[config.mk]
export PLATFORM = sky130hd
export DESIGN_NAME = duty
export DESIGN_NICKNAME = d
export VERILOG_FILES = /design/src/rtl/duty.sv
export SDC_FILE = /design/constraint.sdc
export NUM_CORES = 1
export LEC_CHECK = 0
export ABC_CLOCK_PERIOD_IN_PS = 7500
export CORE_MARGIN = 2
export CORE_UTILIZATION = 57
export CTS_BUF_LIST = sky130_fd_sc_hd__clkbuf_8
export CTS_CLUSTER_SIZE = 12
export DETAILED_ROUTE_END_ITERATION = 6
export PLACE_DENSITY = 0.82
export SETUP_SLACK_MARGIN = 0.4
export SYNTH_ARGS = -nofsm -noshare
export SYNTH_HDL_FRONTEND = slang
export SYNTH_SLANG_ARGS = --single-unit
[constraint.sdc]
create_clock -name clk -period 7.5 [get_ports clk]
set_clock_uncertainty 0.2 [all_clocks]
set_input_delay 2.25 -clock clk [delete_from_list [all_inputs] [get_ports clk]]
set_output_delay 2.25 -clock clk [all_outputs]
set_load 0.01 [all_outputs]
[src/rtl/duty.sv]
// Balance-loop PID mixer: weights pitch error, integral and derivative, then
// registers a saturated duty magnitude plus a reverse flag for the PWM stage.
module duty #(
  parameter int P_COEFF  = 9,
  parameter int D_COEFF  = 20,
  parameter int DUTY_MAX = 2047
) (
  input  logic        clk,
  input  logic        rst,
  input  logic [6:0]  ptch_D_diff_sat,
  input  logic [9:0]  ptch_err_sat,
  input  logic [9:0]  ptch_err_I,
  output logic [10:0] mtr_duty,
  output logic        rev
);

  logic signed [14:0] err_ext, p_gain, p_term, i_term, d_term;
  logic signed [12:0] d_ext, d_gain, d_prod;
  logic signed [15:0] pid_sum;
  logic        [15:0] mag;
  logic               neg;
  logic        [10:0] duty_nxt;

  // Operands are widened to the product width first, so every multiply is signed-by-positive.
  always_comb begin
    err_ext = {{5{ptch_err_sat[9]}}, ptch_err_sat};
    p_gain  = 15'(P_COEFF);
    p_term  = err_ext * p_gain;

    i_term  = {{5{ptch_err_I[9]}}, ptch_err_I};

    d_ext   = {{6{ptch_D_diff_sat[6]}}, ptch_D_diff_sat};
    d_gain  = 13'(D_COEFF);
    d_prod  = d_ext * d_gain;
    d_term  = {{2{d_prod[12]}}, d_prod};

    pid_sum = {p_term[14], p_term} + {i_term[14], i_term} + {d_term[14], d_term};

    neg     = pid_sum[15];
    mag     = neg ? 16'(-pid_sum) : 16'(pid_sum);

    duty_nxt = (mag > 16'(DUTY_MAX)) ? 11'(DUTY_MAX) : mag[10:0];
  end

  always_ff @(posedge clk) begin
    if (rst) begin
      mtr_duty <= '0;
      rev      <= 1'b0;
    end else begin
      mtr_duty <= duty_nxt;
      rev      <= neg;
    end
  end

endmodule

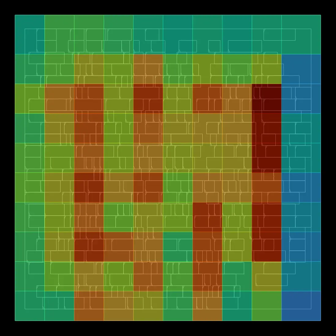
(run_1/final_congestion.png)
Post-Route Utilization: 76.8%
Routed WL per cell: 13.9 um
GR peak layer: met2
M2 GR Usage: 40.8%

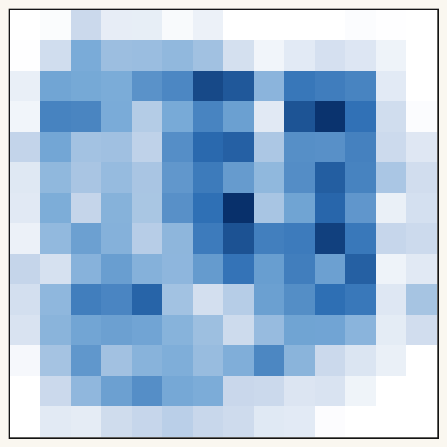
(run_1/wire_density.png)
(6 px per um) 14 x 14 tiles, from white (low) to dark blue (high), scaled to the fullest tile. Values are wire area over tile area, all layers added.
- fullest tile: 0.44
- emptiest ninth of the die: lower right
- tiles over half the peak: 34%

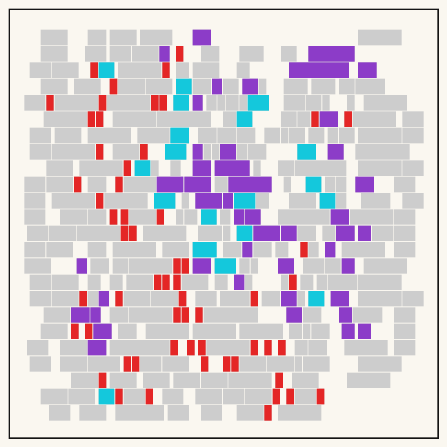
(run_1/gate_families.png)
(6 px per um)
- purple: inverting AOI/OAI gates (cells 45; most used o21ai_0)
- cyan: AND-OR and OR-AND gates (cells 19; most used o21a_1)
- red: inverters (cells 58; most used inv_1)
Layout Cells excl Fill: 394
Comb/total area: 66.5%

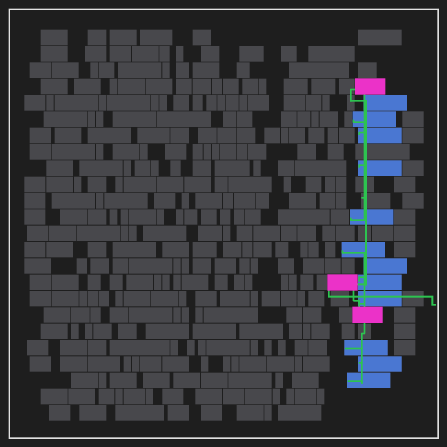
(run_1/clock_map.png)
(6 px per um)
- magenta: cells driving clock nets (count 3)
- green: clock wires (length 136 um)
- blue: flip-flops (count 12)
- routed clock nets: 4
Clk network pwr share: 5.7%
Clk power: 0.0697 mW

==> deck_impl_summary.md, run 1 <==
Run Summary

Place
  • Port buffer count: roughly 40
  • Placer Congestion: 0.844
  • Placed Area: 3070 um2

Yosys
  • Post-Synth Simple-Gate Area: between 10% and 20%
  • Syn Inst Count: just under 300
  • Main logic family: adder cells
  • Syn nets: 389
  • Synth unique cells: approximately 55

Final timing
  • Slew margin rel.: between 60% and 70%
  • Worst Tran Pin Value: roughly 0.46 ns
  • Tcrit/Tclk final: 93.6%
  • FMAX: 142 MHz
  • Final hold slack: about 2.7 ns

Pwr
  • Seq pwr share: 8.4%
  • Leakage: approximately 1.6 nW
  • Gate power share: between 80 and 90%
  • Internal power: roughly 0.63 mW
  • Total Power: ~1.2 mW

Die
  • Initial Util: approximately three fifths
  • Std cell rows: 24
  • Vert. Die Dim: 71.2 um

Run status
  • Status: finished clean

Clock network
  • Clock tree buffer depth: 2
  • Post-CTS setup buffers: 1
  • Reg clk slew, reported paths: around 0.050 ns

Routing
  • Via density per instance: between 5 and 6
  • DRT Pass-1 Iters: 4

Finish
  • Fill count: between 300 and 400
  • Max reg flops: 11

Worst setup path
  • Slowest cell on crit path: fa_1
  • Crit path cell chain: clkdlybuf4s50_1, ha_1, ha_1, a21o_1, a21oi_2, o21ai_0, a21oi_1, nand2b_2, xnor2_4, fa_1, ha_2, a21o_1, a21oi_2, nor2_1, a221o_1, or3_4, o31ai_4, clkbuf_16, o32ai_1
-- run 1: per-layer routing --
metal	vias to the layer above	wire, um	GRT usage (%)
met5	-	0	0
li1	1115	-	-
met4	0	51	3.77
met2	46	3050	40.8
met1	1020	2220	25.7
met3	4	145	0.844
-- run 1: placed cells by master, fill, tap and decap left out, drive strengths merged, types with 2 or more instances in the layout --
cell type,count
buf,12
ha,49
o211a,2
fa,22
nand2,10
dlymetal6s2s,4
clkbuf,5
o21ai,9
or2,2
xor2,11
and3,3
clkdlybuf4s50,36
nor2,10
o21a,7
a221o,2
or3,2
o31ai,7
o32ai,5
o22ai,5
a211oi,4
a21o,5
inv,58
nand3,2
nand2b,5
nor2b,4
dfxtp,12
mux2i,2
xnor2,8
a21oi,7
nor3,11
==> run 2, diff against run 1 <==
--- a/config.mk
+++ b/config.mk
@@ -7,11 +7,13 @@
 export LEC_CHECK = 0
 export ABC_CLOCK_PERIOD_IN_PS = 7500
 export CORE_MARGIN = 2
-export CORE_UTILIZATION = 57
+export CORE_UTILIZATION = 67
 export CTS_BUF_LIST = sky130_fd_sc_hd__clkbuf_8
+export CTS_CLUSTER_DIAMETER = 200
 export CTS_CLUSTER_SIZE = 12
 export DETAILED_ROUTE_END_ITERATION = 6
-export PLACE_DENSITY = 0.82
+export DONT_BUFFER_PORTS = 1
+export PLACE_DENSITY = 0.81
 export SETUP_SLACK_MARGIN = 0.4
 export SYNTH_ARGS = -nofsm -noshare
 export SYNTH_HDL_FRONTEND = slang
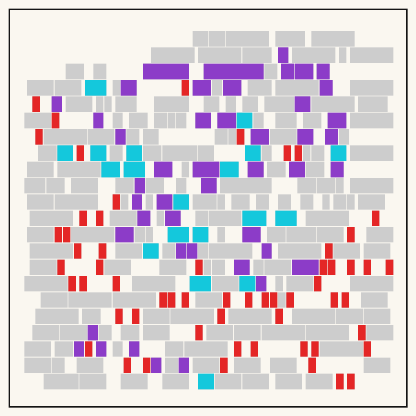
(run_2/gate_families.png)
(6 px per um)
- cyan: AND-OR and OR-AND gates (cells 19; most used o21a_1)
- purple: inverting AOI/OAI gates (cells 45; most used o21ai_0)
- red: inverters (cells 58; most used inv_1)
most numerous logic cell after layout: inv_1
Comb/total area: 77.9%
Layout Cells excl Fill: 341

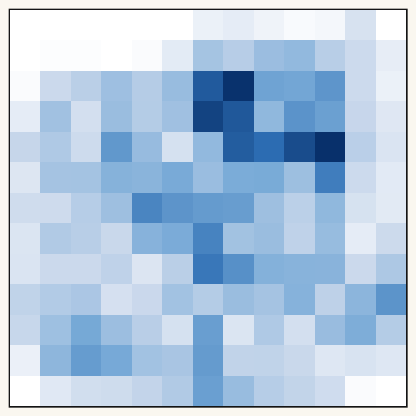
(run_2/wire_density.png)
(6 px per um) 13 x 13 tiles, from white (low) to dark blue (high), scaled to the fullest tile. Values are wire area over tile area, all layers added.
- densest ninth of the die: center
- emptiest ninth of the die: upper left
- mean over tiles: 0.18
- tiles over half the peak: 17%
- fullest tile: 0.55

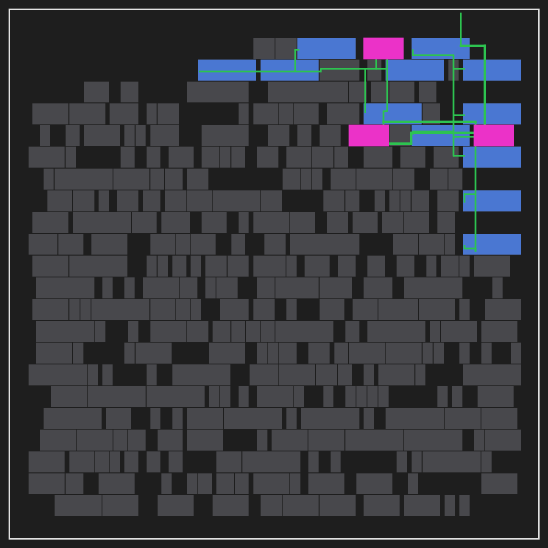
(run_2/clock_map.png)
(8 px per um)
- magenta: cells driving clock nets (count 3)
- blue: flip-flops (count 12)
- green: clock wires (length 154 um)
- flops lie: upper right

==> run 2 against run 1 <==
Against the previous run:
- utilization down 2.7 points
- sequential share of layout area grew 1.6 points
- clock power down 1%
- sequential power rose by about 20%
- non-clock buffer count down 49
- cell count down 13%
- first-iteration DRC count is 27% higher
- via count is 6.5% lower
- die size down 14%
- critical endpoint is now mtr_duty[9]$_SDFF_PP0_
- largest power group unchanged
==> deck_impl_summary.md, run 2 <==
Run Summary

Clock network
  • Post-CTS setup buffers: 0 (was 1)
  • # clock sinks: 12 (unchanged)
  • Clock tree buffer depth: 2 (unchanged)

Worst setup path
  • CP delay by family, top: AND-OR/OR-AND gates (unchanged)
  • Slowest cell on crit path: a221o_1 (was fa_1)
  • Crit path cell chain: ha_1, ha_1, a21o_1, a21oi_1, o21ai_0, a21oi_1, nand2b_1, xnor2_2, fa_1, ha_1, a21o_1, a21oi_1, nor2_1, a221o_1, or3_4, o31ai_4, buf_4, o32ai_1 (was clkdlybuf4s50_1, ha_1, ha_1, a21o_1, a21oi_2, o21ai_0, a21oi_1, nand2b_2, xnor2_4, fa_1, ha_2, a21o_1, a21oi_2, nor2_1, a221o_1, or3_4, o31ai_4, clkbuf_16, o32ai_1)

Routing
  • WL met1: 2240 um (was 2220 um)
  • Met2 routed WL: 2610 um (was 3050 um)
  • Via density per instance: 5.99 (was 5.55)
  • Top Layer Used: met4 (unchanged)
  • Via count: 2042 (was 2185)
  • DRT Pass-1 Iters: 4 (unchanged)
  • WL met3: 177 um (was 145 um)
  • Routed WL per cell: 14.8 um (was 13.9 um)

Die
  • Std cell rows: 22 (was 24)
  • Vert. Die Dim: 66.0 um (was 71.2 um)

Finish
  • Share of layout cells above drive strength 1: 8.19% (was 14.6%)
  • Max reg flops: 11 (unchanged)
  • Finished layout cell area: 2730 um2 (was 3340 um2)
  • Fin nets: 394 (was 443)
  • Post-Route Utilization: 74.1% (was 76.8%)
  • Fill count: 296 (was 306)

Pwr
  • Total Power: 1.05 mW (was 1.22 mW)
  • Seq pwr share: 11.7% (was 8.4%)
  • Leakage: 1.38 nW (was 1.63 nW)
  • Clk network pwr share: 6.6% (was 5.7%)
  • Internal power: 0.500 mW (was 0.628 mW)
  • Gate power share: 81.7% (was 85.9%)

Global route
  • Met1 Use GR: 32.3% (was 25.7%)
  • M2 GR Usage: 46.5% (was 40.8%)
  • GR peak layer: met2 (unchanged)
  • Tot GR Track Use: 24.8% (was 21.0%)
  • GR Util met3: 2.04% (was 0.844%)

Yosys
  • Post-Synth Simple-Gate Area: 13.8% (unchanged)
  • Syn Inst Count: 289 (unchanged)
  • Top cells by count, synth: inv_1, ha_1, fa_1, dfxtp_1, xor2_1 (unchanged)
  • Main logic family: adder cells (unchanged)
  • Syn nets: 389 (unchanged)
  • Ys Warns: 0 (unchanged)
  • Yosys chip area: 2580 um2 (unchanged)
  • MUX area fraction: 0.777% (unchanged)

Final timing
  • Worst Tran Pin Value: 0.566 ns (was 0.460 ns)
  • Tcrit/Tclk final: 89.5% (was 93.6%)
  • Min Tclk post-route: 6.71 ns (was 7.02 ns)
  • FMAX: 149 MHz (was 142 MHz)

Run status
  • Status: finished clean (unchanged)

Place
  • Placer Congestion: 0.863 (was 0.844)
  • Placed Area: 2630 um2 (was 3070 um2)
  • Port buffer count: 0 (was 40)
-- run 2: cell count changes in the layout (fill, tap and decap cells not counted), moves of 4 or more --
| cell | change |
|---|---|
| clkdlybuf4s50_1 | -36 |
| ha_2 | -4 |
| buf_4 | -6 |
| ha_1 | +6 |
| dlymetal6s2s_1 | -4 |
-- run 2: logic make-up (layout without fill, tap and decap cells) --
kind of cell	after synthesis	count (layout)
fa+ha+maj	71	71
compound gates	64	64
buf+inv	62	66
simple gates	59	59
xor+xnor	19	19
flops	12	12
mux	2	2
-- run 2: final cells by class --
class                   count  area (um2)  share of cell area [%]
inverters                  58         218                    7.97
clock buffers               4        55.1                    2.02
flip-flops and latches     12         240                    8.80
repair buffers              4        30.0                    1.10
multi-input cells         215        2130                    77.9
well taps                  48        60.1                    2.20
No activity file was given, so power comes from the tool's default toggle rates.
